`src/rtl/mem_arbiter.sv`:
```
// Two-port memory arbiter: an instruction-fetch port and a data load/store port share one
// byte-addressed RAM, with round-robin arbitration and alignment checking.
module mem_arbiter #(
  parameter int ADDRESS_WIDTH = 32,
  parameter int DATA_WIDTH    = 32
) (
  input  logic                     CLK,
  input  logic                     RST,
  input  logic                     IF_REQ,
  input  logic [ADDRESS_WIDTH-1:0] IF_ADDR,
  output logic                     IF_ACK,
  output logic [DATA_WIDTH-1:0]    IF_RDATA,
  output logic                     IF_FAULT,
  input  logic                     D_REQ,
  input  logic                     D_WE,
  input  logic [1:0]               D_SIZE,
  input  logic                     D_SIGNED,
  input  logic [ADDRESS_WIDTH-1:0] D_ADDR,
  input  logic [DATA_WIDTH-1:0]    D_WDATA,
  output logic                     D_ACK,
  output logic [DATA_WIDTH-1:0]    D_RDATA,
  output logic                     D_MISALIGN,
  output logic [ADDRESS_WIDTH-1:0] MEM_ADDR,
  output logic [DATA_WIDTH-1:0]    MEM_WDATA,
  output logic                     MEM_W_EN,
  output logic [1:0]               MEM_SEL,
  input  logic [DATA_WIDTH-1:0]    MEM_RDATA
);

  typedef enum logic [1:0] {
    IDLE   = 2'd0,
    ACCESS = 2'd1,
    DONE   = 2'd2
  } state_t;

  state_t state, next_state;

  // last_data is 1 when the data port won the most recent grant
  logic last_data;
  logic gnt_data;
  logic gnt_mis;
  logic gnt_we;
  logic gnt_signed;
  logic [1:0] gnt_size;
  logic [ADDRESS_WIDTH-1:0] gnt_addr;
  logic [DATA_WIDTH-1:0] gnt_wdata;

  logic grant;
  logic pick_data;
  logic pick_mis;
  logic if_mis;
  logic d_mis;

  function automatic logic data_misaligned(input logic [1:0] size, input logic [1:0] lsb);
    case (size)
      2'b00:   return lsb != 2'b00;
      2'b01:   return lsb[0];
      default: return 1'b0;
    endcase
  endfunction

  function automatic logic [DATA_WIDTH-1:0] extend_load(input logic [DATA_WIDTH-1:0] word,
                                                         input logic [1:0] size,
                                                         input logic sgn);
    case (size)
      2'b00:   return word;
      2'b01:   return {{(DATA_WIDTH-16){sgn & word[15]}}, word[15:0]};
      default: return {{(DATA_WIDTH-8){sgn & word[7]}}, word[7:0]};
    endcase
  endfunction

  assign if_mis = IF_ADDR[1:0] != 2'b00;
  assign d_mis  = data_misaligned(D_SIZE, D_ADDR[1:0]);

  always_comb begin
    next_state = state;
    grant      = 1'b0;
    pick_data  = 1'b0;
    pick_mis   = 1'b0;
    case (state)
      IDLE: begin
        if (IF_REQ || D_REQ) begin
          grant      = 1'b1;
          pick_data  = (IF_REQ && D_REQ) ? !last_data : D_REQ;
          pick_mis   = pick_data ? d_mis : if_mis;
          // a misaligned access skips the RAM entirely
          next_state = pick_mis ? DONE : ACCESS;
        end
      end
      ACCESS:  next_state = DONE;
      DONE:    next_state = IDLE;
      default: next_state = IDLE;
    endcase
  end

  always_comb begin
    MEM_ADDR   = '0;
    MEM_WDATA  = '0;
    MEM_W_EN   = 1'b0;
    MEM_SEL    = 2'b00;
    IF_ACK     = 1'b0;
    IF_FAULT   = 1'b0;
    D_ACK      = 1'b0;
    D_MISALIGN = 1'b0;
    if (state == ACCESS) begin
      MEM_ADDR = gnt_addr;
      if (gnt_data) begin
        MEM_SEL   = gnt_size;
        MEM_WDATA = gnt_wdata;
        MEM_W_EN  = gnt_we && !RST;
      end
    end
    if (state == DONE) begin
      IF_ACK     = !gnt_data;
      IF_FAULT   = !gnt_data && gnt_mis;
      D_ACK      = gnt_data;
      D_MISALIGN = gnt_data && gnt_mis;
    end
  end

  always_ff @(posedge CLK) begin
    if (RST) begin
      state     <= IDLE;
      last_data <= 1'b1;
      gnt_data  <= 1'b0;
      gnt_mis   <= 1'b0;
      IF_RDATA  <= '0;
      D_RDATA   <= '0;
    end else begin
      state <= next_state;
      if (grant) begin
        last_data <= pick_data;
        gnt_data  <= pick_data;
        gnt_mis   <= pick_mis;
      end
      if (state == ACCESS) begin
        if (!gnt_data) begin
          IF_RDATA <= MEM_RDATA;
        end else if (!gnt_we) begin
          D_RDATA <= extend_load(MEM_RDATA, gnt_size, gnt_signed);
        end
      end
    end
  end

  // transaction attributes frozen at grant time
  always_ff @(posedge CLK) begin
    if (grant) begin
      gnt_addr   <= pick_data ? D_ADDR : IF_ADDR;
      gnt_size   <= pick_data ? D_SIZE : 2'b00;
      gnt_we     <= pick_data && D_WE;
      gnt_signed <= pick_data && D_SIGNED;
      gnt_wdata  <= pick_data ? D_WDATA : '0;
    end
  end

endmodule
```
`config.mk`:
```
export PLATFORM = sky130hd
export DESIGN_NAME = mem_arbiter
export DESIGN_NICKNAME = d
export VERILOG_FILES = /design/src/rtl/mem_arbiter.sv
export SDC_FILE = /design/constraint.sdc
export NUM_CORES = 1
export LEC_CHECK = 0
export ABC_AREA = 1
export CORE_UTILIZATION = 40
export DETAILED_ROUTE_END_ITERATION = 16
export GPL_TIMING_DRIVEN = 0
export PLACE_DENSITY_LB_ADDON = 0.25
export SLEW_MARGIN = 20
export SYNTH_ARGS = -nofsm -noshare
export SYNTH_HDL_FRONTEND = slang
export SYNTH_SLANG_ARGS = --single-unit
```
`constraint.sdc`:
```
create_clock -name CLK -period 3.4 [get_ports CLK]
set_clock_uncertainty 0.05 [all_clocks]
set_input_delay 0.68 -clock CLK [delete_from_list [all_inputs] [get_ports CLK]]
set_output_delay 0.68 -clock CLK [all_outputs]
set_load 0.02 [all_outputs]
```
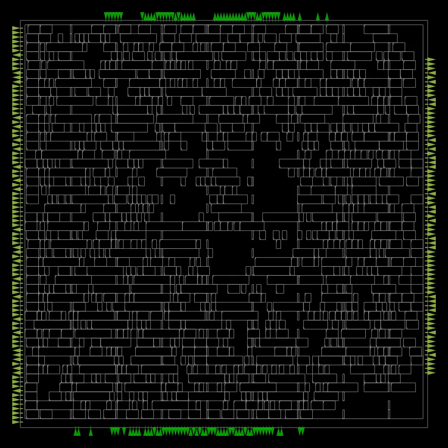
*Cell outlines without signal wires*
Cell Rows: 44
placeable core region: 14500 um^2
flop share of the area: 36.2%

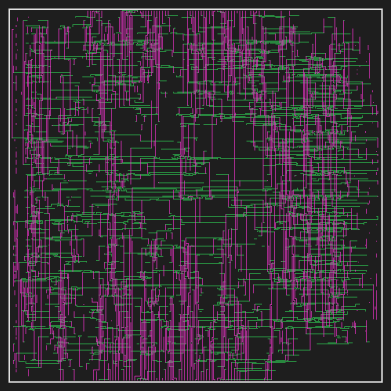
*Wiring by layer*
(3 px per um) Two of the layers only.
- magenta: M2 (wire length 8480 um)
- green: M1 (wire length 6930 um)

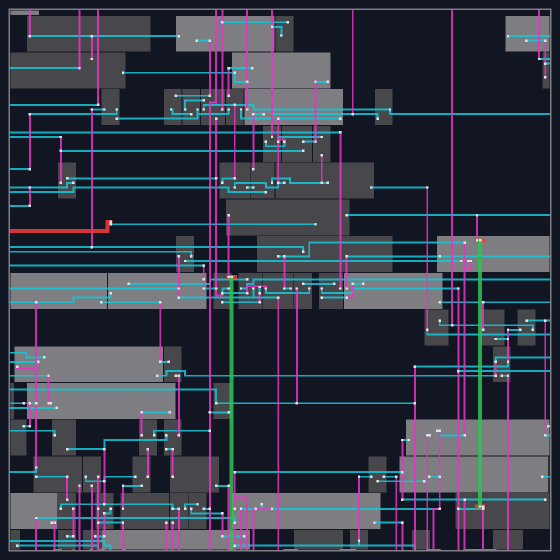
*Zoomed window*
Region (42, 42) to (82, 82) um. Cells in grey, sequential cells in the stronger grey; small squares are vias.
- green: M4
- magenta: M2
- red: M3
- cyan: M1
- netlist names of flops here include: `gnt_wdata` (3), `gnt_size` (2), `state` (2)
- most frequent: nand2_1 (11), nor2_1 (10), edfxtp_1 (8)
- sequential cells in the window: 13
- cells with their middle in the window: 63

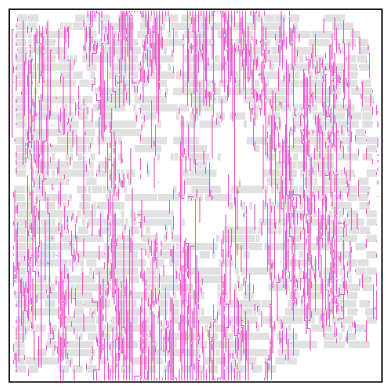
*The metal 2 layer*
(3 px per um) Cells faint in the background.
- share of all routed wire: 49%
- wire length on this layer: 8480 um
- main direction: vertical
- nets with wire on the layer: 897
- longest straight run: 54.1 um

==> impl_metrics.ini <==
; generated from flow reports
[final_layout]
ff_latch_area_um2 = 3420
finish.utilization_pct = 65.3
most-common-layout-cells = 270 x sky130_fd_sc_hd__clkdlybuf4s50_1, 155 x sky130_fd_sc_hd__nand2_1, 126 x sky130_fd_sc_hd__nor2_1, 75 x sky130_fd_sc_hd__inv_1, 75 x sky130_fd_sc_hd__a21oi_1
total_number_of_multi_input_combinational_cells = 462
clkbuf_count = 25
nNonClkBuffers = 318
area_dominant_class = flip-flops and latches
syn2layout_area_growth_pct = 59.4
clock_tree_area_fraction_pct = 5.91
final_area_um2 = 9450
antenna_cells = 0
layout-drive-gt1-share_pct = 6.12
combAreaFraction_pct = 21.1
fillCellCount = 1251
ff_count = 137
final_net_count = 1153

[pwr]
power-per-cell-area_nw_per_um2 = 461
fraction_of_power_consumed_by_the_clock_network_pct = 39.4
sequentialPower_mw = 1.95
powerComb_mw = 0.688
power.total_mw = 4.36
top_power_group = sequential cells
power.combinational.fraction_pct = 15.8
net-switching-power_mw = 1.08
clock_net_power_mw = 1.72
cell_internal_pwr_mw = 3.27
static-leakage-power_nw = 3.81
vdd.ir_drop.worst_v = 0.000381
power_switching_share_pct = 24.9

[worst_setup_path]
critical_path_arrival_ns = 2.31
r2r-start = state[1]$_SDFFE_PP0P_
worst_path_max_delay_cell = sky130_fd_sc_hd__clkdlybuf4s50_1
regToRegSetupSlack_ns = 1.55
r2r_cells = 4
startpoint_type = flip-flop
max_stage_delay_ns = 0.64
endpoint = MEM_WDATA[29]
worstReg2RegEnd = gnt_addr[1]$_DFFE_PP_
worstPathBufferInverterCount = 3
cp_max_fo = 10
path_delay_family = buffers and inverters
cp-startpoint = gnt_data$_SDFFE_PP0P_
worstPathRequired_ns = 2.67

[timing]
rsz0062_at_grt = no
hold_viol_final = 0
total_count_of_max_transition_violations_in_the_final_report = 0
tns_ns = 0
timing.final.ws_setup_ns = 0.357
timing.hold.ws_ns = 0.410
post-route-min-period_ns = 3.04
setup_viol_count_final = 0
timing_worst_slew_pin_value_ns = 0.560

[synthesis]
ys_dominant_reg_cell = sky130_fd_sc_hd__dfxtp_1
synth_warnings = 0
yosys.area_share.simple_pct = 24.5
synth_compound_gate_area_share_pct = 9.12
syn_nets = 863
synth.mux.area_fraction_pct = 0
post-synth-top-count-cell = sky130_fd_sc_hd__nand2_1
synthTopLogicFamily = simple AND/OR/NAND/NOR gates
synth_flop_count = 137
edf_count = 68
synth_chip_area_um2 = 5930
post_synth_most_frequent_cells = 155 x sky130_fd_sc_hd__nand2_1, 126 x sky130_fd_sc_hd__nor2_1, 76 x sky130_fd_sc_hd__inv_1
yosys-stat-cells = 727
synth_xor_xnor_area_share_pct = 0
synthDistinctLibCells = 20
cell_area_after_synthesis_um2 = 5930
top_cells_by_area = sky130_fd_sc_hd__edfxtp_1 34%, sky130_fd_sc_hd__dfxtp_1 23%, sky130_fd_sc_hd__nand2_1 9.8%, sky130_fd_sc_hd__nor2_1 8.0%, sky130_fd_sc_hd__a21oi_1 6.3%
sequential_area_share_after_synthesis_pct = 57.7
synthDominantCellAreaShare_pct = 34.4

[detailed_routing]
drt_iter0_markers = 281
met1Wirelength_um = 6930
post_drt_via_cell_ratio = 4.70
drcViolationCount = 0
max_used_layer = met4
wl_met3_um = 1520
postRouteWirelength_um = 17400
routed_wire_length_per_instance_um = 14.3

[clock_network]
clock_sinks = 137
tritoncts.num_buffers = 17
post-cts-setup-buffer-count = 0
clock_path_buffers = 2
tritoncts = built
cts_hold_repair.buffers = 0
clock_latency_ns = 0.41
clock_tree.htree_level_count = 4

[run]
drv_cap = 0
warnings = 26

[hold_path]
hold_path_class = reg2reg
whs_endpoint = IF_RDATA[13]$_SDFFE_PP0P_

[global_route]
largest_net_degree_at_the_start_of_global_routing = 55
grt_pass1_wl_um = 26500
global_route.usage.total_pct = 23.1
groute.layer.met2.usage_pct = 39.6
globalRoute.totalOverflow = 0
groute.layer.met1.usage_pct = 25.6
antenna_found_initial = 0
global_route_layer_with_the_greatest_usage = met2

[floorplanning]
die_area_um2 = 15300
floorplanUtilization_pct = 40.9
top_level_ports = 271
fp.dieW_um = 124

[run_status]
outcome = finished clean

[placed_design]
port_buffers = 270
dp_worst_setup_slack_ns = 0.386
number_of_placed_instances_taps_included = 1182
postPlaceCellArea_um2 = 8890
placed_wire_length_estimate_um = 13200
Power is estimated from default activity; no workload was simulated.
